## src/rtl/serial_reg_bridge_pkg.sv

```systemverilog
// Shared state encoding, status codes and parameter defaults for the serial register bridge.
package serial_reg_bridge_pkg;

    localparam int DATA_W_DEF      = 32;
    localparam int ADDR_W_DEF      = 16;
    localparam int TO_CYC_DEF      = 255;
    localparam int SYNC_STAGES_DEF = 2;

    // Wide enough for the longest shift sequence (2 status + 64 data + 1 parity).
    localparam int CNT_W = 7;

    localparam logic [1:0] ST_ACK  = 2'b00;
    localparam logic [1:0] ST_NACK = 2'b01;
    localparam logic [1:0] ST_UNK  = 2'b10;
    localparam logic [1:0] ST_TO   = 2'b11;

    typedef enum logic [2:0] {
        S_IDLE  = 3'd0,
        S_HDR   = 3'd1,
        S_WDATA = 3'd2,
        S_REQ   = 3'd3,
        S_WAIT  = 3'd4,
        S_LOAD  = 3'd5,
        S_SHOUT = 3'd6,
        S_DONE  = 3'd7
    } srb_state_e;

endpackage

```

## src/rtl/serial_reg_bridge_if.sv

```systemverilog
// Register-bus side of the bridge: request, address/data and slave response lines.
interface serial_reg_bridge_if
    import serial_reg_bridge_pkg::*;
#(
    parameter int DATA_W = DATA_W_DEF,
    parameter int ADDR_W = ADDR_W_DEF
) ();

    logic [ADDR_W-1:0] addr;
    logic [DATA_W-1:0] data;
    logic [DATA_W-1:0] rdata;
    logic              wr;
    logic              rd;
    logic              ack;
    logic              nack;
    logic              unknown;

    modport master (
        output addr, data, wr, rd,
        input  rdata, ack, nack, unknown
    );

    modport slave (
        input  addr, data, wr, rd,
        output rdata, ack, nack, unknown
    );

endinterface

```

## src/rtl/srb_edge_sync.sv

```systemverilog
// Synchronises SDa/SCl into clk and derives SCl edge strobes plus start/stop conditions.
module srb_edge_sync #(
    parameter int STAGES = 2
) (
    input  logic clk,
    input  logic rst_n,
    input  logic sda_i,
    input  logic scl_i,
    output logic sda_o,
    output logic scl_rise_o,
    output logic scl_fall_o,
    output logic start_o,
    output logic stop_o
);

    logic [STAGES-1:0] sda_sync_q;
    logic [STAGES-1:0] scl_sync_q;
    logic              sda_prev_q;
    logic              scl_prev_q;
    logic              sda_s;
    logic              scl_s;

    // Synchroniser chains plus one history flop per line; lines idle high.
    always_ff @(posedge clk or negedge rst_n) begin
        if (!rst_n) begin
            sda_sync_q <= {STAGES{1'b1}};
            scl_sync_q <= {STAGES{1'b1}};
            sda_prev_q <= 1'b1;
            scl_prev_q <= 1'b1;
        end else begin
            sda_sync_q <= {sda_sync_q[STAGES-2:0], sda_i};
            scl_sync_q <= {scl_sync_q[STAGES-2:0], scl_i};
            sda_prev_q <= sda_sync_q[STAGES-1];
            scl_prev_q <= scl_sync_q[STAGES-1];
        end
    end

    assign sda_s      = sda_sync_q[STAGES-1];
    assign scl_s      = scl_sync_q[STAGES-1];
    assign sda_o      = sda_s;
    assign scl_rise_o = scl_s & ~scl_prev_q;
    assign scl_fall_o = ~scl_s & scl_prev_q;
    // SDa may only move with SCl held high across both samples to count as start/stop.
    assign start_o    = sda_prev_q & ~sda_s & scl_s & scl_prev_q;
    assign stop_o     = ~sda_prev_q & sda_s & scl_s & scl_prev_q;

endmodule

```

## src/rtl/serial_reg_bridge.sv

```systemverilog
// Serial-to-register bridge: decodes a serial frame, issues one bus request, shifts status/read data back.
// Optional SRB_PARITY_EN adds an even-parity bit to the received frame and to the return stream.
module serial_reg_bridge
    import serial_reg_bridge_pkg::*;
#(
    parameter int DATA_W      = DATA_W_DEF,
    parameter int ADDR_W      = ADDR_W_DEF,
    parameter int TO_CYC      = TO_CYC_DEF,
    parameter int SYNC_STAGES = SYNC_STAGES_DEF
) (
    input  logic                clk,
    input  logic                rst_n,
    input  logic                SDa,
    input  logic                SCl,
    output logic                RDa,
    serial_reg_bridge_if.master bus,
    output logic                timeout,
    output logic                busy,
    output logic                frame_err
);

`ifdef SRB_PARITY_EN
    localparam logic PAR_EN = 1'b1;
`else
    localparam logic PAR_EN = 1'b0;
`endif

    localparam int TX_W = 2 + DATA_W + 1;
    localparam int TO_W = $clog2(TO_CYC + 1);

    srb_state_e        state_q;
    logic [CNT_W-1:0]  bit_cnt_q;
    logic [TO_W-1:0]   to_cnt_q;
    logic              par_q;
    logic              rw_q;
    logic              seen_rise_q;
    logic [ADDR_W-1:0] addr_q;
    logic [DATA_W-1:0] data_q;
    logic [TX_W-1:0]   tx_q;
    logic [1:0]        status_q;
    logic              wr_q;
    logic              rd_q;
    logic              rda_q;
    logic              timeout_q;
    logic              busy_q;
    logic              frame_err_q;

    logic              sda_s;
    logic              scl_rise_s;
    logic              scl_fall_s;
    logic              start_s;
    logic              stop_s;
    logic [CNT_W-1:0]  hdr_last_s;
    logic [CNT_W-1:0]  wd_last_s;
    logic [CNT_W-1:0]  tx_last_s;
    logic              frame_end_s;
    logic              resp_s;

    srb_edge_sync #(.STAGES(SYNC_STAGES)) u_edge (
        .clk        (clk),
        .rst_n      (rst_n),
        .sda_i      (SDa),
        .scl_i      (SCl),
        .sda_o      (sda_s),
        .scl_rise_o (scl_rise_s),
        .scl_fall_o (scl_fall_s),
        .start_o    (start_s),
        .stop_o     (stop_s)
    );

    // Return word left-aligned: status, read data (zeroed unless acked), then even parity.
    function automatic logic [TX_W-1:0] build_tx(input logic [1:0] st, input logic rd_op,
                                                 input logic [DATA_W-1:0] rdat);
        logic [DATA_W-1:0] d;
        logic [TX_W-1:0]   t;
        d = (rd_op && (st == ST_ACK)) ? rdat : {DATA_W{1'b0}};
        if (rd_op) begin
            t = {st, d, PAR_EN & (^{st, d})};
        end else begin
            t = {st, PAR_EN & (^st), {DATA_W{1'b0}}};
        end
        return t;
    endfunction

    assign hdr_last_s  = CNT_W'(ADDR_W) + CNT_W'(PAR_EN & rw_q);
    assign wd_last_s   = CNT_W'(DATA_W - 1) + CNT_W'(PAR_EN);
    assign tx_last_s   = rw_q ? (CNT_W'(DATA_W + 1) + CNT_W'(PAR_EN)) : (CNT_W'(1) + CNT_W'(PAR_EN));
    assign frame_end_s = (state_q == S_HDR) ? (bit_cnt_q == hdr_last_s) : (bit_cnt_q == wd_last_s);
    assign resp_s      = bus.ack | bus.nack | bus.unknown;

    // Main sequencer: frame reception, bus request/response and return shifting.
    always_ff @(posedge clk or negedge rst_n) begin
        if (!rst_n) begin
            state_q     <= S_IDLE;
            bit_cnt_q   <= '0;
            to_cnt_q    <= '0;
            par_q       <= 1'b0;
            rw_q        <= 1'b0;
            seen_rise_q <= 1'b0;
            addr_q      <= '0;
            data_q      <= '0;
            tx_q        <= '0;
            status_q    <= ST_ACK;
            wr_q        <= 1'b0;
            rd_q        <= 1'b0;
            rda_q       <= 1'b0;
            timeout_q   <= 1'b0;
            busy_q      <= 1'b0;
            frame_err_q <= 1'b0;
        end else begin
            timeout_q   <= 1'b0;
            frame_err_q <= 1'b0;
            case (state_q)
                S_IDLE: begin
                    if (start_s) begin
                        state_q   <= S_HDR;
                        bit_cnt_q <= '0;
                        par_q     <= 1'b0;
                        busy_q    <= 1'b1;
                    end
                end
                S_HDR, S_WDATA: begin
                    if (start_s || stop_s) begin
                        frame_err_q <= 1'b1;
                        bit_cnt_q   <= '0;
                        par_q       <= 1'b0;
                        busy_q      <= start_s;
                        state_q     <= start_s ? S_HDR : S_IDLE;
                    end else if (scl_rise_s) begin
                        par_q     <= par_q ^ sda_s;
                        bit_cnt_q <= bit_cnt_q + CNT_W'(1);
                        if (state_q == S_HDR) begin
                            if (bit_cnt_q == '0) begin
                                rw_q <= sda_s;
                            end else if (bit_cnt_q <= CNT_W'(ADDR_W)) begin
                                addr_q <= {addr_q[ADDR_W-2:0], sda_s};
                            end
                        end else if (bit_cnt_q < CNT_W'(DATA_W)) begin
                            data_q <= {data_q[DATA_W-2:0], sda_s};
                        end
                        // Parity runs over the whole frame, so it carries from header into data.
                        if (frame_end_s) begin
                            bit_cnt_q <= '0;
                            if ((state_q == S_HDR) && !rw_q) begin
                                state_q <= S_WDATA;
                            end else if (PAR_EN && (par_q ^ sda_s)) begin
                                frame_err_q <= 1'b1;
                                busy_q      <= 1'b0;
                                state_q     <= S_IDLE;
                            end else begin
                                state_q <= S_REQ;
                            end
                        end
                    end
                end
                S_REQ: begin
                    wr_q     <= ~rw_q;
                    rd_q     <= rw_q;
                    to_cnt_q <= '0;
                    state_q  <= S_WAIT;
                end
                S_WAIT: begin
                    if (resp_s || (to_cnt_q == TO_W'(TO_CYC - 1))) begin
                        wr_q      <= 1'b0;
                        rd_q      <= 1'b0;
                        timeout_q <= ~resp_s;
                        status_q  <= bus.ack ? ST_ACK : bus.nack ? ST_NACK : bus.unknown ? ST_UNK : ST_TO;
                        state_q   <= S_LOAD;
                    end else if (to_cnt_q != TO_W'(TO_CYC)) begin
                        to_cnt_q <= to_cnt_q + TO_W'(1);
                    end
                end
                S_LOAD: begin
                    tx_q        <= build_tx(status_q, rw_q, bus.rdata);
                    rda_q       <= status_q[1];
                    bit_cnt_q   <= '0;
                    seen_rise_q <= 1'b0;
                    state_q     <= S_SHOUT;
                end
                S_SHOUT: begin
                    if (stop_s) begin
                        rda_q   <= 1'b0;
                        busy_q  <= 1'b0;
                        state_q <= S_IDLE;
                    end else if (start_s) begin
                        rda_q     <= 1'b0;
                        bit_cnt_q <= '0;
                        par_q     <= 1'b0;
                        state_q   <= S_HDR;
                    end else if (scl_rise_s) begin
                        seen_rise_q <= 1'b1;
                    end else if (scl_fall_s && seen_rise_q) begin
                        // Only advance after the master has clocked the current bit in.
                        seen_rise_q <= 1'b0;
                        if (bit_cnt_q == tx_last_s) begin
                            rda_q   <= 1'b0;
                            state_q <= S_DONE;
                        end else begin
                            tx_q      <= {tx_q[TX_W-2:0], 1'b0};
                            rda_q     <= tx_q[TX_W-2];
                            bit_cnt_q <= bit_cnt_q + CNT_W'(1);
                        end
                    end
                end
                S_DONE: begin
                    if (start_s) begin
                        bit_cnt_q <= '0;
                        par_q     <= 1'b0;
                        state_q   <= S_HDR;
                    end else if (stop_s) begin
                        busy_q  <= 1'b0;
                        state_q <= S_IDLE;
                    end
                end
                default: begin
                    state_q <= S_IDLE;
                    wr_q    <= 1'b0;
                    rd_q    <= 1'b0;
                    rda_q   <= 1'b0;
                    busy_q  <= 1'b0;
                end
            endcase
        end
    end

    assign bus.addr  = addr_q;
    assign bus.data  = data_q;
    assign bus.wr    = wr_q;
    assign bus.rd    = rd_q;
    assign RDa       = rda_q;
    assign timeout   = timeout_q;
    assign busy      = busy_q;
    assign frame_err = frame_err_q;

endmodule

```

## src/flat_wrapper.sv

```systemverilog
// flat-port wrapper written by rule: the top's interface ports become plain ports
module serial_reg_bridge_flat import serial_reg_bridge_pkg::*;
#(
    parameter int DATA_W      = DATA_W_DEF,
    parameter int ADDR_W      = ADDR_W_DEF,
    parameter int TO_CYC      = TO_CYC_DEF,
    parameter int SYNC_STAGES = SYNC_STAGES_DEF
)
  (clk, rst_n, SDa, SCl, RDa, timeout, busy, frame_err, bus_addr, bus_data, bus_wr, bus_rd, bus_rdata, bus_ack, bus_nack, bus_unknown);
  serial_reg_bridge_if #(.DATA_W(DATA_W), .ADDR_W(ADDR_W)) bus_i ();
  input  logic clk;
  input  logic rst_n;
  input  logic SDa;
  input  logic SCl;
  output logic RDa;
  output logic timeout;
  output logic busy;
  output logic frame_err;
  output wire logic [$bits(bus_i.addr)-1:0] bus_addr;
  output wire logic [$bits(bus_i.data)-1:0] bus_data;
  output wire logic [$bits(bus_i.wr)-1:0] bus_wr;
  output wire logic [$bits(bus_i.rd)-1:0] bus_rd;
  input wire logic [$bits(bus_i.rdata)-1:0] bus_rdata;
  input wire logic [$bits(bus_i.ack)-1:0] bus_ack;
  input wire logic [$bits(bus_i.nack)-1:0] bus_nack;
  input wire logic [$bits(bus_i.unknown)-1:0] bus_unknown;
  assign bus_addr = bus_i.addr;
  assign bus_data = bus_i.data;
  assign bus_wr = bus_i.wr;
  assign bus_rd = bus_i.rd;
  assign bus_i.rdata = bus_rdata;
  assign bus_i.ack = bus_ack;
  assign bus_i.nack = bus_nack;
  assign bus_i.unknown = bus_unknown;
  serial_reg_bridge #(.DATA_W(DATA_W), .ADDR_W(ADDR_W), .TO_CYC(TO_CYC), .SYNC_STAGES(SYNC_STAGES)) u_core (.clk(clk), .rst_n(rst_n), .SDa(SDa), .SCl(SCl), .RDa(RDa), .bus(bus_i), .timeout(timeout), .busy(busy), .frame_err(frame_err));
endmodule
```

## config.mk

```make
export PLATFORM = sky130hd
export DESIGN_NAME = serial_reg_bridge_flat
export DESIGN_NICKNAME = d
export VERILOG_FILES = /design/src/rtl/serial_reg_bridge_pkg.sv /design/src/rtl/serial_reg_bridge_if.sv /design/src/rtl/srb_edge_sync.sv /design/src/rtl/serial_reg_bridge.sv /design/src/flat_wrapper.sv
export SDC_FILE = /design/constraint.sdc
export NUM_CORES = 1
export LEC_CHECK = 0
export CORE_MARGIN = 1.5
export CORE_UTILIZATION = 45
export DETAILED_ROUTE_END_ITERATION = 7
export PLACE_DENSITY = 0.83
export SYNTH_ARGS = -nofsm -noshare
export SYNTH_HDL_FRONTEND = slang
export SYNTH_SLANG_ARGS = --single-unit
```

## constraint.sdc

```tcl
create_clock -name clk -period 2.1 [get_ports clk]
set_input_delay 0.42 -clock clk [delete_from_list [all_inputs] [get_ports clk]]
set_output_delay 0.42 -clock clk [all_outputs]
set_load 0.005 [all_outputs]
```

### Cell outlines without signal wires, run 1

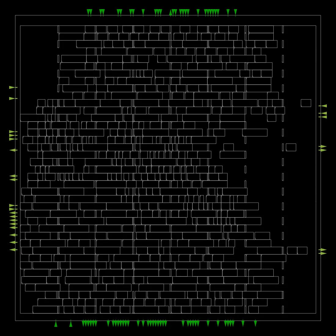
proportion of cell area occupied by registers: 38.4%
final instance count without filler cells: 716
standard cell core area: 11,600 sq um

### Local utilization, run 1

Scale bar: 20 um. The die is cut into 11 by 11 equal tiles; white is low, dark blue is high, 0 to 100% covered.
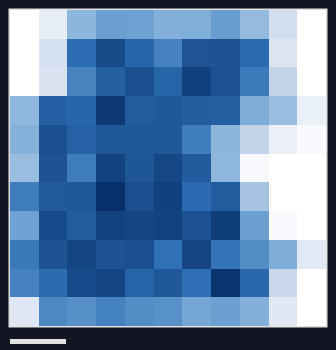
tiles over 75% full = 46%
emptiest ninth of the die = right middle
fullest tile = 100%

### Where the registers sit, run 1

Scale bar: 20 um.
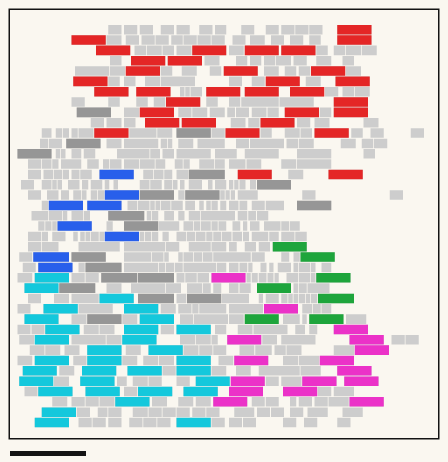
magenta -> `u_core.bus.addr`  # sequential cells 16
blue -> `u_core.to_cnt_q`  # sequential cells 8, where left middle
cyan -> `u_core.bus.data`  # sequential cells 32, where bottom left
red -> `u_core.tx_q`  # sequential cells 33
green -> `u_core.bit_cnt_q`  # sequential cells 7
not coloured = 19
area of all sequential standard cells: 2890 sq um
flip-flop and latch power: 3.07 mW
fraction of the core area covered by cells at the end of the flow: 65.0%

==> impl_results.html, run 1 <==
<h3>Flow metrics</h3>
<table>
<tr><th>Metric</th><th>Value</th></tr>
<tr><th colspan="2">Floorplanning</th></tr>
<tr><td>Horizontal die size</td><td>roughly 110 um</td></tr>
<tr><td>Vertical extent of the die</td><td>between 100 and 150 um</td></tr>
<tr><td>Pre-Place Util</td><td>~47%</td></tr>
<tr><td>Total I/O pin count</td><td>93</td></tr>
<tr><td>Std-Cell Rows</td><td>39</td></tr>
<tr><td>Total die size</td><td>12,700 sq um</td></tr>
<tr><th colspan="2">Route</th></tr>
<tr><td>Initial DRT Pass Iterations</td><td>5</td></tr>
<tr><td>DR iter-0 viols</td><td>324</td></tr>
<tr><td>Residual DRC count</td><td>0</td></tr>
<tr><td>Vias after detailed routing</td><td>around 4,000</td></tr>
<tr><td>Routed len/inst</td><td>18.6 um</td></tr>
<tr><td>Via-to-Cell Ratio</td><td>around 5.7</td></tr>
<tr><th colspan="2">Critical path</th></tr>
<tr><td>Critical Path Source</td><td>u_core.u_edge.sda_prev_q</td></tr>
<tr><td>Start of the worst register-to-register path</td><td>u_core.u_edge.sda_prev_q</td></tr>
<tr><td>Highest net fanout along the worst path</td><td>8</td></tr>
<tr><td>Type of the worst setup path</td><td>flop to flop</td></tr>
<tr><td>Worst path cell trace</td><td>xor2_1 &gt; and3_1 &gt; nor4b_4 &gt; o21ai_2 &gt; buf_6 &gt; clkbuf_16 &gt; mux2_1</td></tr>
<tr><td>Flop-to-flop setup slack</td><td>0.04 ns</td></tr>
<tr><td>Signal arrival time at the worst endpoint</td><td>approximately 2.3 ns</td></tr>
<tr><td>Cell type of the slowest stage on the worst timing path</td><td>sky130_fd_sc_hd__dfstp_2</td></tr>
<tr><td>CP Launch Type</td><td>flop</td></tr>
<tr><td>Required @ worst endpoint</td><td>2.37 ns</td></tr>
<tr><td>Buffering stage count on the worst path with inverters included</td><td>2</td></tr>
<tr><td>CP endpoint kind</td><td>flop</td></tr>
<tr><th colspan="2">STA</th></tr>
<tr><td>Final setup vio count</td><td>0</td></tr>
<tr><td>Top achievable clock speed</td><td>just under 500 MHz</td></tr>
<tr><td>Final sum of negative setup slack</td><td>0 ns</td></tr>
<tr><td>Final-report hold violation count</td><td>0</td></tr>
<tr><td>Post-route fraction of the period consumed by the critical path</td><td>around 100%</td></tr>
<tr><td>Final period demand of the worst path</td><td>around 2 ns</td></tr>
<tr><td>Worst Hold Slack</td><td>approximately 0.36 ns</td></tr>
<tr><td>Tightest slew margin relative to the limit</td><td>55.8%</td></tr>
<tr><td>Minimum setup slack in the final design</td><td>0.0389 ns</td></tr>
<tr><th colspan="2">Status</th></tr>
<tr><td>Result of the run</td><td>complete, no violations</td></tr>
<tr><th colspan="2">Place</th></tr>
<tr><td>Global placer's final weighted congestion</td><td>roughly 0.91</td></tr>
<tr><td>Instance area after placement</td><td>around 6700 sq um</td></tr>
<tr><td>Hpwl dp</td><td>between 8000 and 9000 um</td></tr>
<tr><td>Number of buffers added on ports</td><td>approximately 90</td></tr>
<tr><td>Setup slack after placement</td><td>-0.189 ns</td></tr>
<tr><th colspan="2">Logic synthesis</th></tr>
<tr><td>Chip area from the yosys synthesis statistics</td><td>5410 sq um</td></tr>
<tr><td>Top non-seq family</td><td>multiplexers</td></tr>
<tr><td>Main flop type</td><td>sky130_fd_sc_hd__dfrtp_1</td></tr>
<tr><td>Register bit total from synthesis</td><td>about 120</td></tr>
<tr><td>Post-Synth AOI/OAI Area</td><td>12.5%</td></tr>
<tr><td>Cell with the most instances after synthesis</td><td>sky130_fd_sc_hd__dfrtp_1</td></tr>
<tr><td>Post-Synthesis Net Count</td><td>roughly 480</td></tr>
<tr><td>Mean instance size in the synthesized netlist</td><td>12.5 sq um</td></tr>
<tr><td>Adder-cell share of the synthesized area</td><td>roughly 1.2%</td></tr>
<tr><td>Fraction of synthesized cell area taken by the top area cell type</td><td>50.4%</td></tr>
<tr><td>Synth area leader</td><td>sky130_fd_sc_hd__dfrtp_1</td></tr>
<tr><td>Number of flops mapped to enable cells by yosys</td><td>0</td></tr>
<tr><td>Gate count of the mapped netlist</td><td>roughly 430</td></tr>
<tr><td>Synth Area in Simple Gates</td><td>about a tenth</td></tr>
<tr><td>Netlist Area Pre-Place</td><td>around 5400 sq um</td></tr>
<tr><td>Yosys warns</td><td>0</td></tr>
<tr><td>Share of async-settable or async-resettable flops after synthesis</td><td>100%</td></tr>
<tr><td>Most instantiated cells after synthesis</td><td>sky130_fd_sc_hd__dfrtp_1 (109), sky130_fd_sc_hd__mux2_2 (41), sky130_fd_sc_hd__mux2_1 (33)</td></tr>
<tr><td>Area contributors post-synth</td><td>sky130_fd_sc_hd__dfrtp_1 (50%), sky130_fd_sc_hd__mux2_2 (8.5%), sky130_fd_sc_hd__mux2_1 (6.9%), sky130_fd_sc_hd__a22o_1 (5.0%), sky130_fd_sc_hd__dfstp_2 (2.9%)</td></tr>
<tr><td>Sequential-to-total area share from yosys stat</td><td>around 53%</td></tr>
<tr><td># Cells Yosys</td><td>roughly 430</td></tr>
<tr><td>Multiplexer share</td><td>roughly a fifth</td></tr>
<tr><th colspan="2">Finish</th></tr>
<tr><td>Ratio of cells with drive above 1 in the final layout</td><td>a little over a quarter</td></tr>
<tr><td>Fill cell count</td><td>between 700 and 800</td></tr>
<tr><td>Final design instance area without fill</td><td>~7500 sq um</td></tr>
<tr><td>Final antenna diode count</td><td>0</td></tr>
<tr><td>Most frequent logic cells in the routed design</td><td>sky130_fd_sc_hd__dfrtp_1 (106), sky130_fd_sc_hd__clkdlybuf4s50_1 (91), sky130_fd_sc_hd__mux2_2 (41), sky130_fd_sc_hd__mux2_1 (33), sky130_fd_sc_hd__buf_4 (32)</td></tr>
<tr><td>Most common cell after layout, fill and taps aside</td><td>sky130_fd_sc_hd__dfrtp_1</td></tr>
<tr><th colspan="2">Global route</th></tr>
<tr><td>Global-route wire length before repair</td><td>~21,000 um</td></tr>
<tr><td>Via count of the first global-routing pass</td><td>roughly 4,200</td></tr>
<tr><td>Antenna violations before repair</td><td>0</td></tr>
<tr><td>Total Routing Usage GR</td><td>between 20% and 30%</td></tr>
<tr><td>Largest net degree at the start of global routing</td><td>48</td></tr>
<tr><th colspan="2">Pwr</th></tr>
<tr><td>Leakage power</td><td>3.47 nW</td></tr>
<tr><td>Total power per unit cell area</td><td>between 1000 and 1500 nW/um^2</td></tr>
<tr><td>Sum of internal, switching and leakage power</td><td>9.03 mW</td></tr>
<tr><td>VDD IR max</td><td>about 0.65 mV</td></tr>
<tr><th colspan="2">Clocking</th></tr>
<tr><td>Clock slew seen by the registers of the worst setup and hold paths</td><td>about 0.06 ns</td></tr>
<tr><td>CTS HTree Levels</td><td>4</td></tr>
<tr><td>Number of clock sinks</td><td>~120</td></tr>
<tr><td>Cell at the root of the clock tree</td><td>sky130_fd_sc_hd__clkbuf_16</td></tr>
<tr><td>Source-to-sink clock delay at the later pin of the worst-skew pair</td><td>roughly 0.4 ns</td></tr>
<tr><td>Inserted Clock Buffers</td><td>17</td></tr>
<tr><td>CTS tree</td><td>yes</td></tr>
<tr><td>Maximum buffer depth of the clock tree</td><td>2</td></tr>
<tr><th colspan="2">Worst hold path</th></tr>
<tr><td>Worst Hold Launch</td><td>u_core.u_edge.sda_sync_q[0]</td></tr>
<tr><td>Type of the most critical hold path</td><td>flop to flop</td></tr>
<tr><th colspan="2">Flow run</th></tr>
<tr><td>Total number of warnings across the stage logs</td><td>29</td></tr>
<tr><td>Number of max-cap violations</td><td>0</td></tr>
</table>
run 1: flip-flops by register name (all words and copies together), names as in the netlist, 3 cells and up:
| signal | count |
|---|---|
| u_core.to_cnt_q | 8 |
| u_core.bus.addr | 16 |
| u_core.bit_cnt_q | 7 |
| u_core.tx_q | 33 |
| u_core.bus.data | 32 |
| u_core.state_q | 3 |
run 1: final timing paths:
check                                              end  cells after the start
setup reg to reg                       u_core.tx_q[17]                      7
min in group asynchronous          u_core.bus.data[17]                      2
hold reg to reg            u_core.u_edge.sda_sync_q[1]                      0
setup / recovery                       u_core.tx_q[17]                      7
max in group asynchronous  u_core.u_edge.scl_sync_q[1]                      3
hold / removal             u_core.u_edge.sda_sync_q[1]                      0
run 1: timing repair:
item,4_1_cts,5_1_grt
setup buffers,2,2
pin swaps,3,3
hold buffers,1,0
gates cloned,2,1
setup endpoints to repair,18,50
resized,3,17
hold endpoints to repair,27,0
run 1: power breakdown:
group / internal (mW) / total, mW / switching (mW)
clock: 1.90 / 2.99 / 1.09
sequential: 2.68 / 3.07 / 0.382
combinational: 1.49 / 2.98 / 1.49
run 1: final cells by class:
class                      count  area, sq um  share of cell area (%)
timing repair buffer         132         1330                    17.6
clock buffer                  17          425                    5.66
tap                          143          179                    2.38
clock inverter                15          195                    2.60
multi-input combinational    281         2460                    32.7
sequential                   115         2890                    38.4
inverter                      13         48.8                   0.649
run 1: layer usage:
| metal | share of wire (%) | routed length [um] | up-vias | global-route usage [%] |
|---|---|---|---|---|
| li1 | - | - | 1873 | - |
| met1 | 41 | 5490 | 2053 | 26.6 |
| met2 | 52 | 6930 | 143 | 35.4 |
| met3 | 4.4 | 579 | 29 | 5.02 |
| met4 | 2.3 | 300 | 0 | 8.69 |
| met5 | 0 | 0 | - | 0 |
==> run 1 -> run 2 <==
- CORE_MARGIN: 1.5 -> 4
### Floorplan with the power grid, run 2

Scale bar: 20 um. Pins as bars on the die edge. Tap cells in grey.
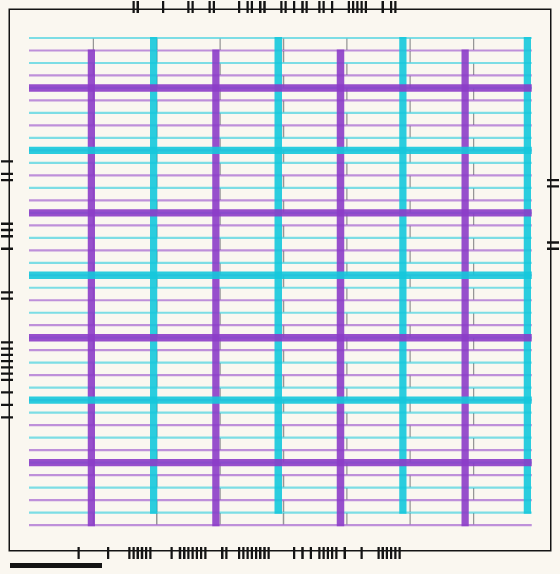
purple -> VSS
cyan -> VDD
signal pins = 93
met4 straps = 8
met1 rails = 40
met5 straps = 7
standard cell core area: 11,600 sq um
VDD IR max: 0.622 mV

### Cell outlines without signal wires, run 2

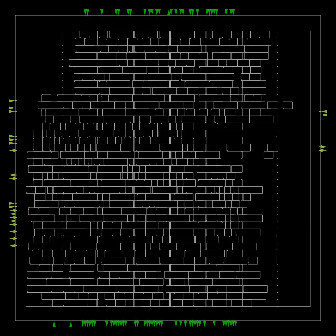
Std-Cell Rows: 39
tap cell count: 143
proportion of cell area occupied by registers: 38.6%

==> run 2 against run 1 <==
Net effect: the run now ends with negative setup slack left; combinational power is 2% higher; count of clock-buffer cells in the layout is 1 higher; total power decreased by 3.3%; utilization decreased by 0.73 points; clock power fell by about 10%; largest cell class unchanged; largest power group is now combinational cells; highest routed layer unchanged.
==> impl_results.html, run 2 <==
<h3>Flow metrics</h3>
<table>
<tr><th>Metric</th><th>Value</th></tr>
<tr><th colspan="2">Logic synthesis</th></tr>
<tr><td>Yosys warns</td><td>0 (unchanged)</td></tr>
<tr><td>Cell with the most instances after synthesis</td><td>sky130_fd_sc_hd__dfrtp_1</td></tr>
<tr><td>Most instantiated cells after synthesis</td><td>sky130_fd_sc_hd__dfrtp_1 (109), sky130_fd_sc_hd__mux2_2 (41), sky130_fd_sc_hd__mux2_1 (33)</td></tr>
<tr><td>Post-Synthesis Net Count</td><td>476 (unchanged)</td></tr>
<tr><td>Register bit total from synthesis</td><td>115 (unchanged)</td></tr>
<tr><td>Number of flops mapped to enable cells by yosys</td><td>0 (unchanged)</td></tr>
<tr><td>Main flop type</td><td>sky130_fd_sc_hd__dfrtp_1</td></tr>
<tr><td>Synth area leader</td><td>sky130_fd_sc_hd__dfrtp_1</td></tr>
<tr><td># Cells Yosys</td><td>432 (unchanged)</td></tr>
<tr><td>Fraction of synthesized cell area taken by the top area cell type</td><td>50.4% (unchanged)</td></tr>
<tr><td>Chip area from the yosys synthesis statistics</td><td>5410 sq um (unchanged)</td></tr>
<tr><td>Sequential-to-total area share from yosys stat</td><td>53.4% (unchanged)</td></tr>
<tr><td>Area contributors post-synth</td><td>sky130_fd_sc_hd__dfrtp_1 (50%), sky130_fd_sc_hd__mux2_2 (8.5%), sky130_fd_sc_hd__mux2_1 (6.9%), sky130_fd_sc_hd__a22o_1 (5.0%), sky130_fd_sc_hd__dfstp_2 (2.9%)</td></tr>
<tr><td>Netlist Area Pre-Place</td><td>5410 sq um (unchanged)</td></tr>
<tr><th colspan="2">Critical path</th></tr>
<tr><td>Signal arrival time at the worst endpoint</td><td>2.41 ns (+0.08 ns)</td></tr>
<tr><td>Critical Path Source</td><td>u_core.bit_cnt_q[1]</td></tr>
<tr><td>Required @ worst endpoint</td><td>2.39 ns (+0.02 ns)</td></tr>
<tr><td>CP endpoint kind</td><td>flop</td></tr>
<tr><td>Cell type of the slowest stage on the worst timing path</td><td>sky130_fd_sc_hd__or4_4</td></tr>
<tr><td>Type of the worst setup path</td><td>flop to flop</td></tr>
<tr><td>CP Launch Type</td><td>flop</td></tr>
<tr><td>Worst Reg2Reg Path Length in Cells</td><td>5 (-2)</td></tr>
<tr><td>Crit Reg-Reg Endpoint</td><td>u_core.bus.addr[3]</td></tr>
<tr><td>Start of the worst register-to-register path</td><td>u_core.bit_cnt_q[1]</td></tr>
<tr><td>Highest net fanout along the worst path</td><td>8 (unchanged)</td></tr>
<tr><td>Stages on worst setup path</td><td>5 (-2)</td></tr>
<tr><th colspan="2">Flow run</th></tr>
<tr><td>Total number of warnings across the stage logs</td><td>30 (+3.4%)</td></tr>
<tr><td>Number of max-cap violations</td><td>0 (unchanged)</td></tr>
<tr><th colspan="2">Finish</th></tr>
<tr><td>Area of the multi-input gates</td><td>2450 sq um (-0.36%)</td></tr>
<tr><td>Final antenna diode count</td><td>0 (unchanged)</td></tr>
<tr><td>Max reg flops</td><td>33 (unchanged)</td></tr>
<tr><td>Most frequent logic cells in the routed design</td><td>sky130_fd_sc_hd__dfrtp_1 (108), sky130_fd_sc_hd__clkdlybuf4s50_1 (91), sky130_fd_sc_hd__mux2_2 (41), sky130_fd_sc_hd__buf_4 (36)</td></tr>
<tr><td>Fill cell count</td><td>817 (+3.7%)</td></tr>
<tr><td>Most common cell after layout, fill and taps aside</td><td>sky130_fd_sc_hd__dfrtp_1</td></tr>
<tr><td>Final instance count without filler cells</td><td>719 (+0.42%)</td></tr>
<tr><th colspan="2">Global route</th></tr>
<tr><td>Largest net degree at the start of global routing</td><td>45 (-6.3%)</td></tr>
<tr><td>Via count of the first global-routing pass</td><td>4,363 (+3.7%)</td></tr>
<tr><th colspan="2">Pwr</th></tr>
<tr><td>Share of total power in the clock network</td><td>30.6% (-2.5 points)</td></tr>
<tr><td>Sum of internal, switching and leakage power</td><td>8.73 mW (-3.3%)</td></tr>
<tr><td>Total power per unit cell area</td><td>1170 nW/um^2 (-2.7%)</td></tr>
<tr><td>Part of the power in registers</td><td>34.5% (+0.6 points)</td></tr>
<tr><th colspan="2">Status</th></tr>
<tr><td>Violations in the final reports</td><td>negative setup slack</td></tr>
<tr><td>Result of the run</td><td>complete, but fails checks</td></tr>
<tr><th colspan="2">STA</th></tr>
<tr><td>Tightest slew margin relative to the limit</td><td>51.1% (-4.7 points)</td></tr>
<tr><td>Worst Hold Slack</td><td>0.365 ns (+0.00925 ns)</td></tr>
<tr><td>Final-report hold violation count</td><td>0 (unchanged)</td></tr>
<tr><td>Final setup vio count</td><td>2 (+2)</td></tr>
<tr><td>Minimum setup slack in the final design</td><td>-0.0200 ns (-0.0589 ns)</td></tr>
<tr><th colspan="2">Route</th></tr>
<tr><td>Vias after detailed routing</td><td>4,159 (+1.5%)</td></tr>
<tr><td>Via-to-Cell Ratio</td><td>5.78 (+1.1%)</td></tr>
<tr><td>Residual DRC count</td><td>0 (unchanged)</td></tr>
<tr><th colspan="2">Floorplanning</th></tr>
<tr><td>Total I/O pin count</td><td>93 (unchanged)</td></tr>
<tr><td>Horizontal die size</td><td>118 um (+4.4%)</td></tr>
<tr><td>Vertical extent of the die</td><td>118 um (+4.4%)</td></tr>
<tr><th colspan="2">Clocking</th></tr>
<tr><td>Maximum buffer depth of the clock tree</td><td>2 (unchanged)</td></tr>
<tr><td>Number of clock sinks</td><td>115 (unchanged)</td></tr>
<tr><td>CTS tree</td><td>yes</td></tr>
<tr><th colspan="2">Place</th></tr>
<tr><td>Setup slack after placement</td><td>-0.176 ns (+0.0127 ns)</td></tr>
<tr><td>Number of buffers added on ports</td><td>92 (unchanged)</td></tr>
<tr><th colspan="2">Worst hold path</th></tr>
<tr><td>Number of stages on the worst hold path</td><td>0 (unchanged)</td></tr>
</table>
## run 2: cell counts after synthesis
Identical to the previous run, type by type.
## run 2: per-layer routing
layer | routed length (um) | track usage, %
met1 | 5290 | 21.7
met4 | 377 | 7.91
met3 | 684 | 5.19
met5 | 0 | 0
met2 | 6960 | 32.3
## run 2: power groups by stage
stage | sequential (mW) | clock, mW | combinational (mW)
finish | 3.01 | 2.68 | 3.04
global route | 3.06 | 2.82 | 3.27
CTS | 3.00 | 2.70 | 2.71
detailed placement | 3.02 | 0 | 2.65
global placement | 2.98 | 0 | 2.52
floorplan | 2.95 | 0 | 1.70
## run 2: cell type report
type / count / area share [%]
clock inverter: 14 / 1.59
clock buffer: 18 / 5.88
tap: 143 / 2.40
timing repair buffer: 135 / 18.0
multi-input combinational: 281 / 32.8
sequential: 115 / 38.6
inverter: 13 / 0.653
## run 2: worst reg2reg max path, cell delays in order, from the launching register on
cell and delay (ns):
sky130_fd_sc_hd__dfrtp_1 0.39, sky130_fd_sc_hd__or4_4 0.59, sky130_fd_sc_hd__a2111oi_4 0.38, sky130_fd_sc_hd__buf_4 0.20, sky130_fd_sc_hd__nand2_8 0.09, sky130_fd_sc_hd__mux2_4 0.34
## run 2: timing repair
item / in CTS / in global routing
setup endpoints to repair: 2 / 58
setup buffers: 0 / 6
gates resized: 3 / 14
hold buffers: 1 / 0
pin swaps: 0 / 2
cloned: 0 / 4
hold endpoints to repair: 2 / 0
## run 2: cell families after synthesis
logic type / count (synthesis) / synth area share, %
flip-flops: 115 / 53.4
AND/OR/NAND/NOR: 94 / 9.65
multiplexers: 90 / 19.3
AND-OR/OR-AND: 85 / 12.5
buffers and inverters: 37 / 3.05
XOR/XNOR: 6 / 0.972
adder cells (fa/ha/maj): 5 / 1.16
### Where the registers sit, run 2

Scale bar: 20 um.
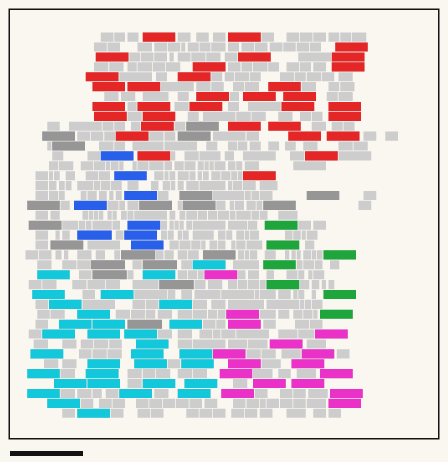

==> run 2 -> run 3 <==
- PLACE_DENSITY: 0.83 -> 0.76
### Where the registers sit, run 3

Scale bar: 20 um.
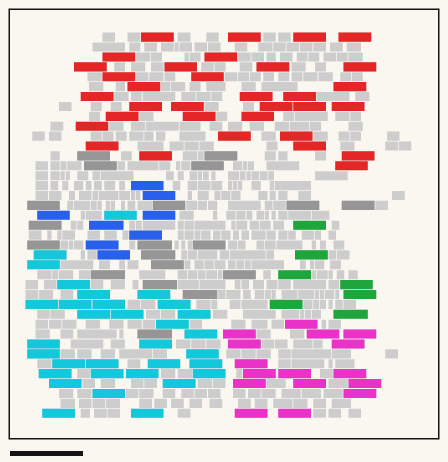
magenta -> `u_core.bus.addr`  # sequential cells 16
cyan -> `u_core.bus.data`  # sequential cells 32
green -> `u_core.bit_cnt_q`  # sequential cells 7
blue -> `u_core.to_cnt_q`  # sequential cells 8, where left middle
red -> `u_core.tx_q`  # sequential cells 33
not coloured = 19

### Cell outlines without signal wires, run 3

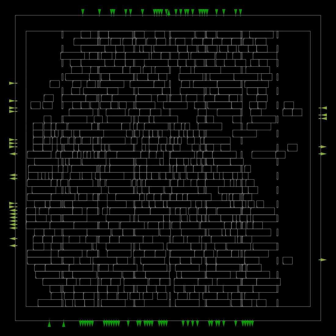
proportion of cell area occupied by registers: 38.3%
registers: 115
final instance count without filler cells: 722
fill cell count: 866

==> run 3 against run 2 <==
Net effect: the run ends with negative hold slack, negative setup slack left; global-route usage grew 0.93 points; non-clock buffer count grew 3; die area is the same; setup slack gained 0.0070 ns; clock power grew 6%.
==> impl_results.html, run 3 <==
<h3>Flow metrics</h3>
<table>
<tr><th>Metric</th><th>Value</th></tr>
<tr><th colspan="2">Finish</th></tr>
<tr><td>Final antenna diode count</td><td>0 (unchanged)</td></tr>
<tr><td>Max reg flops</td><td>33 (unchanged)</td></tr>
<tr><td>Most frequent logic cells in the routed design</td><td>sky130_fd_sc_hd__dfrtp_1 (107), sky130_fd_sc_hd__clkdlybuf4s50_1 (91), sky130_fd_sc_hd__mux2_2 (41), sky130_fd_sc_hd__buf_4 (38)</td></tr>
<tr><td>Area added between synthesis and finish</td><td>39.5%</td></tr>
<tr><td>Ratio of cells with drive above 1 in the final layout</td><td>28.7%</td></tr>
<tr><td>Most common cell after layout, fill and taps aside</td><td>sky130_fd_sc_hd__dfrtp_1</td></tr>
<tr><td>Layout net count</td><td>approximately 600</td></tr>
<tr><td>Largest register by flop count</td><td>u_core.tx_q</td></tr>
<tr><th colspan="2">Floorplanning</th></tr>
<tr><td>Total I/O pin count</td><td>93 (unchanged)</td></tr>
<tr><td>Vertical extent of the die</td><td>118 um (unchanged)</td></tr>
<tr><td>Horizontal die size</td><td>118 um (unchanged)</td></tr>
<tr><td>Standard cell core area</td><td>11,600 sq um (unchanged)</td></tr>
<tr><td>Std-Cell Rows</td><td>39 (unchanged)</td></tr>
<tr><td>Total die size</td><td>13,800 sq um</td></tr>
<tr><th colspan="2">Route</th></tr>
<tr><td>Initial DRT Pass Iterations</td><td>4</td></tr>
<tr><td>Antenna-violating nets left</td><td>0</td></tr>
<tr><td>Vias after detailed routing</td><td>4,062 (-2.3%)</td></tr>
<tr><td>Via-to-Cell Ratio</td><td>5.63 (-2.7%)</td></tr>
<tr><td>Residual DRC count</td><td>0 (unchanged)</td></tr>
<tr><th colspan="2">Place</th></tr>
<tr><td>Number of buffers added on ports</td><td>92 (unchanged)</td></tr>
<tr><td>Global placer's final weighted congestion</td><td>~0.87</td></tr>
<tr><td>Setup slack after placement</td><td>-0.138 ns (+0.0384 ns)</td></tr>
<tr><td>Hpwl dp</td><td>8600 um</td></tr>
<tr><th colspan="2">Critical path</th></tr>
<tr><td>Critical Path Source</td><td>u_core.state_q[0]</td></tr>
<tr><td>CP Launch Type</td><td>flop</td></tr>
<tr><td>Top cell family by delay on the critical path</td><td>AND-OR/OR-AND gates</td></tr>
<tr><td>Delay contributed by the slowest stage of the critical path</td><td>~0.48 ns</td></tr>
<tr><td>Required @ worst endpoint</td><td>2.43 ns (+0.04 ns)</td></tr>
<tr><td>Highest net fanout along the worst path</td><td>7 (-1)</td></tr>
<tr><td>Start of the worst register-to-register path</td><td>u_core.state_q[0]</td></tr>
<tr><td>Cell type of the slowest stage on the worst timing path</td><td>sky130_fd_sc_hd__dfrtp_1</td></tr>
<tr><td>Type of the worst setup path</td><td>flop to flop</td></tr>
<tr><td>CP endpoint kind</td><td>flop</td></tr>
<tr><td>Signal arrival time at the worst endpoint</td><td>2.44 ns (+0.03 ns)</td></tr>
<tr><td>Worst path cell trace</td><td>nor3b_1 &gt; mux2i_2 &gt; buf_4 &gt; a211o_1 &gt; a211o_4 &gt; mux2i_2</td></tr>
<tr><th colspan="2">Logic synthesis</th></tr>
<tr><td># Cells Yosys</td><td>432 (unchanged)</td></tr>
<tr><td>Cell variety after synth</td><td>61</td></tr>
<tr><td>Synth area leader</td><td>sky130_fd_sc_hd__dfrtp_1</td></tr>
<tr><td>Main flop type</td><td>sky130_fd_sc_hd__dfrtp_1</td></tr>
<tr><td>Chip area from the yosys synthesis statistics</td><td>5410 sq um (unchanged)</td></tr>
<tr><td>Number of flops mapped to enable cells by yosys</td><td>0 (unchanged)</td></tr>
<tr><td>Yosys warns</td><td>0 (unchanged)</td></tr>
<tr><td>Share of async-settable or async-resettable flops after synthesis</td><td>100%</td></tr>
<tr><td>Area contributors post-synth</td><td>sky130_fd_sc_hd__dfrtp_1 (50%), sky130_fd_sc_hd__mux2_2 (8.5%), sky130_fd_sc_hd__mux2_1 (6.9%), sky130_fd_sc_hd__a22o_1 (5.0%), sky130_fd_sc_hd__dfstp_2 (2.9%)</td></tr>
<tr><td>Fraction of synthesized cell area taken by the top area cell type</td><td>50.4% (unchanged)</td></tr>
<tr><td>Netlist Area Pre-Place</td><td>5410 sq um (unchanged)</td></tr>
<tr><td>Post-Synthesis Net Count</td><td>476 (unchanged)</td></tr>
<tr><td>Cell with the most instances after synthesis</td><td>sky130_fd_sc_hd__dfrtp_1</td></tr>
<tr><td>Most instantiated cells after synthesis</td><td>sky130_fd_sc_hd__dfrtp_1 (109), sky130_fd_sc_hd__mux2_2 (41), sky130_fd_sc_hd__mux2_1 (33)</td></tr>
<tr><td>Sequential-to-total area share from yosys stat</td><td>53.4% (unchanged)</td></tr>
<tr><td>Register bit total from synthesis</td><td>115 (unchanged)</td></tr>
<tr><th colspan="2">STA</th></tr>
<tr><td>Clock Skew</td><td>0.0124 ns</td></tr>
<tr><td>Tightest slew margin relative to the limit</td><td>60.4% (+9.3 points)</td></tr>
<tr><td>Worst Hold Slack</td><td>-0.000450 ns (-0.365 ns)</td></tr>
<tr><td>Final-report hold violation count</td><td>1 (+1)</td></tr>
<tr><td>Minimum setup slack in the final design</td><td>-0.0130 ns (+0.00703 ns)</td></tr>
<tr><td>Final setup vio count</td><td>2 (unchanged)</td></tr>
<tr><th colspan="2">Clocking</th></tr>
<tr><td>Clock slew seen by the registers of the worst setup and hold paths</td><td>~0.060 ns</td></tr>
<tr><td>Cts hold-fix bufs</td><td>0 (-1)</td></tr>
<tr><td>Cell at the root of the clock tree</td><td>sky130_fd_sc_hd__clkbuf_16</td></tr>
<tr><td>CTS HTree Levels</td><td>4</td></tr>
<tr><td>CTS tree</td><td>yes</td></tr>
<tr><td>Maximum buffer depth of the clock tree</td><td>2 (unchanged)</td></tr>
<tr><td>Post-CTS setup buffers</td><td>2 (+2)</td></tr>
<tr><td>Source-to-sink clock delay at the later pin of the worst-skew pair</td><td>around 0.42 ns</td></tr>
<tr><td>Number of clock sinks</td><td>115 (unchanged)</td></tr>
<tr><td>Inserted Clock Buffers</td><td>17</td></tr>
<tr><td>CTS resizes</td><td>5 (+2)</td></tr>
<tr><th colspan="2">Pwr</th></tr>
<tr><td>Clock net power</td><td>2.83 mW (+6%)</td></tr>
<tr><td>Sum of internal, switching and leakage power</td><td>8.90 mW (+1.9%)</td></tr>
<tr><td>VDD IR max</td><td>0.676 mV (+8.6%)</td></tr>
<tr><td>Power of the combinational group</td><td>3.05 mW (about the same)</td></tr>
<tr><td>Flip-flop and latch power</td><td>3.02 mW (about the same)</td></tr>
<tr><td>Switching Fraction</td><td>between 30 and 40%</td></tr>
<tr><td>Share of total power in the clock network</td><td>31.8% (+1.2 points)</td></tr>
<tr><td>Internal power component</td><td>around 6 mW</td></tr>
<tr><td>Part of the power in registers</td><td>33.9% (-0.6 points)</td></tr>
<tr><td>Top contributor to total power</td><td>combinational cells</td></tr>
<tr><td>Total power per unit cell area</td><td>1180 nW/um^2 (+0.88%)</td></tr>
<tr><td>Leakage power</td><td>approximately 3.5 nW</td></tr>
<tr><th colspan="2">Status</th></tr>
<tr><td>Result of the run</td><td>complete, but fails checks</td></tr>
<tr><td>Violations in the final reports</td><td>negative hold slack, negative setup slack</td></tr>
<tr><th colspan="2">Global route</th></tr>
<tr><td>Largest net degree at the start of global routing</td><td>45 (unchanged)</td></tr>
<tr><td>Antenna violations before repair</td><td>0</td></tr>
<tr><td>Via count of the first global-routing pass</td><td>4,228 (-3.1%)</td></tr>
<tr><td>Global-route wire length before repair</td><td>about 22,000 um</td></tr>
<tr><th colspan="2">Flow run</th></tr>
<tr><td>Total number of warnings across the stage logs</td><td>29 (-3.3%)</td></tr>
<tr><td>Number of max-cap violations</td><td>0 (unchanged)</td></tr>
</table>
## run 3: cell counts after synthesis
No cell type changed its count.
## run 3: area by class of cell
cell class | instances | area (sq um) | share of cell area [%]
Clock buffer | 18 | 429 | 5.69
Clock inverter | 14 | 154 | 2.04
Inverter | 13 | 48.8 | 0.647
Multi-Input combinational cell | 281 | 2500 | 33.1
Sequential cell | 115 | 2890 | 38.3
Tap cell | 143 | 179 | 2.37
Timing Repair Buffer | 138 | 1350 | 17.9
## run 3: metal layers
metal,global-route usage [%],part of all wire (%),vias to the layer above
met5,0,0,-
met4,9.08,2.0,0
met3,4.95,3.5,23
met2,32.3,53,89
met1,24.2,42,2069
li1,-,-,1881
## run 3: path summary, 6_finish.rpt
kind / depth (start not counted) / end / slack (ns)
max: 6 / u_core.bit_cnt_q[0] / -0.01
min: 1 / u_core.bus.data[29] / -0.0005
max reg2reg: 6 / u_core.bit_cnt_q[0] / -0.01
min reg2reg: 0 / u_core.u_edge.scl_sync_q[1] / 0.36
max in group asynchronous: 2 / u_core.bit_cnt_q[2] / 1.44
min in group clk: 0 / u_core.u_edge.scl_sync_q[1] / 0.36
## run 3: stage by stage
stage / area [sq um] / hold WS (ns)
detailed placement: 6710 / 0.354
global route: 7540 / 0.0435
finish: 7540 / -0.000450
floorplan: 5410 / 0.124
CTS: 7370 / 0.0193
global placement: 6710 / 0.346
## run 3: logic make-up after synthesis
kind of cell / count (synthesis) / share of synthesized area, %
AND-OR/OR-AND: 85 / 12.5
XOR/XNOR: 6 / 0.972
adder cells (fa/ha/maj): 5 / 1.16
buffers and inverters: 37 / 3.05
flip-flops: 115 / 53.4
multiplexers: 90 / 19.3
AND/OR/NAND/NOR: 94 / 9.65
Power is estimated from default activity; no workload was simulated.
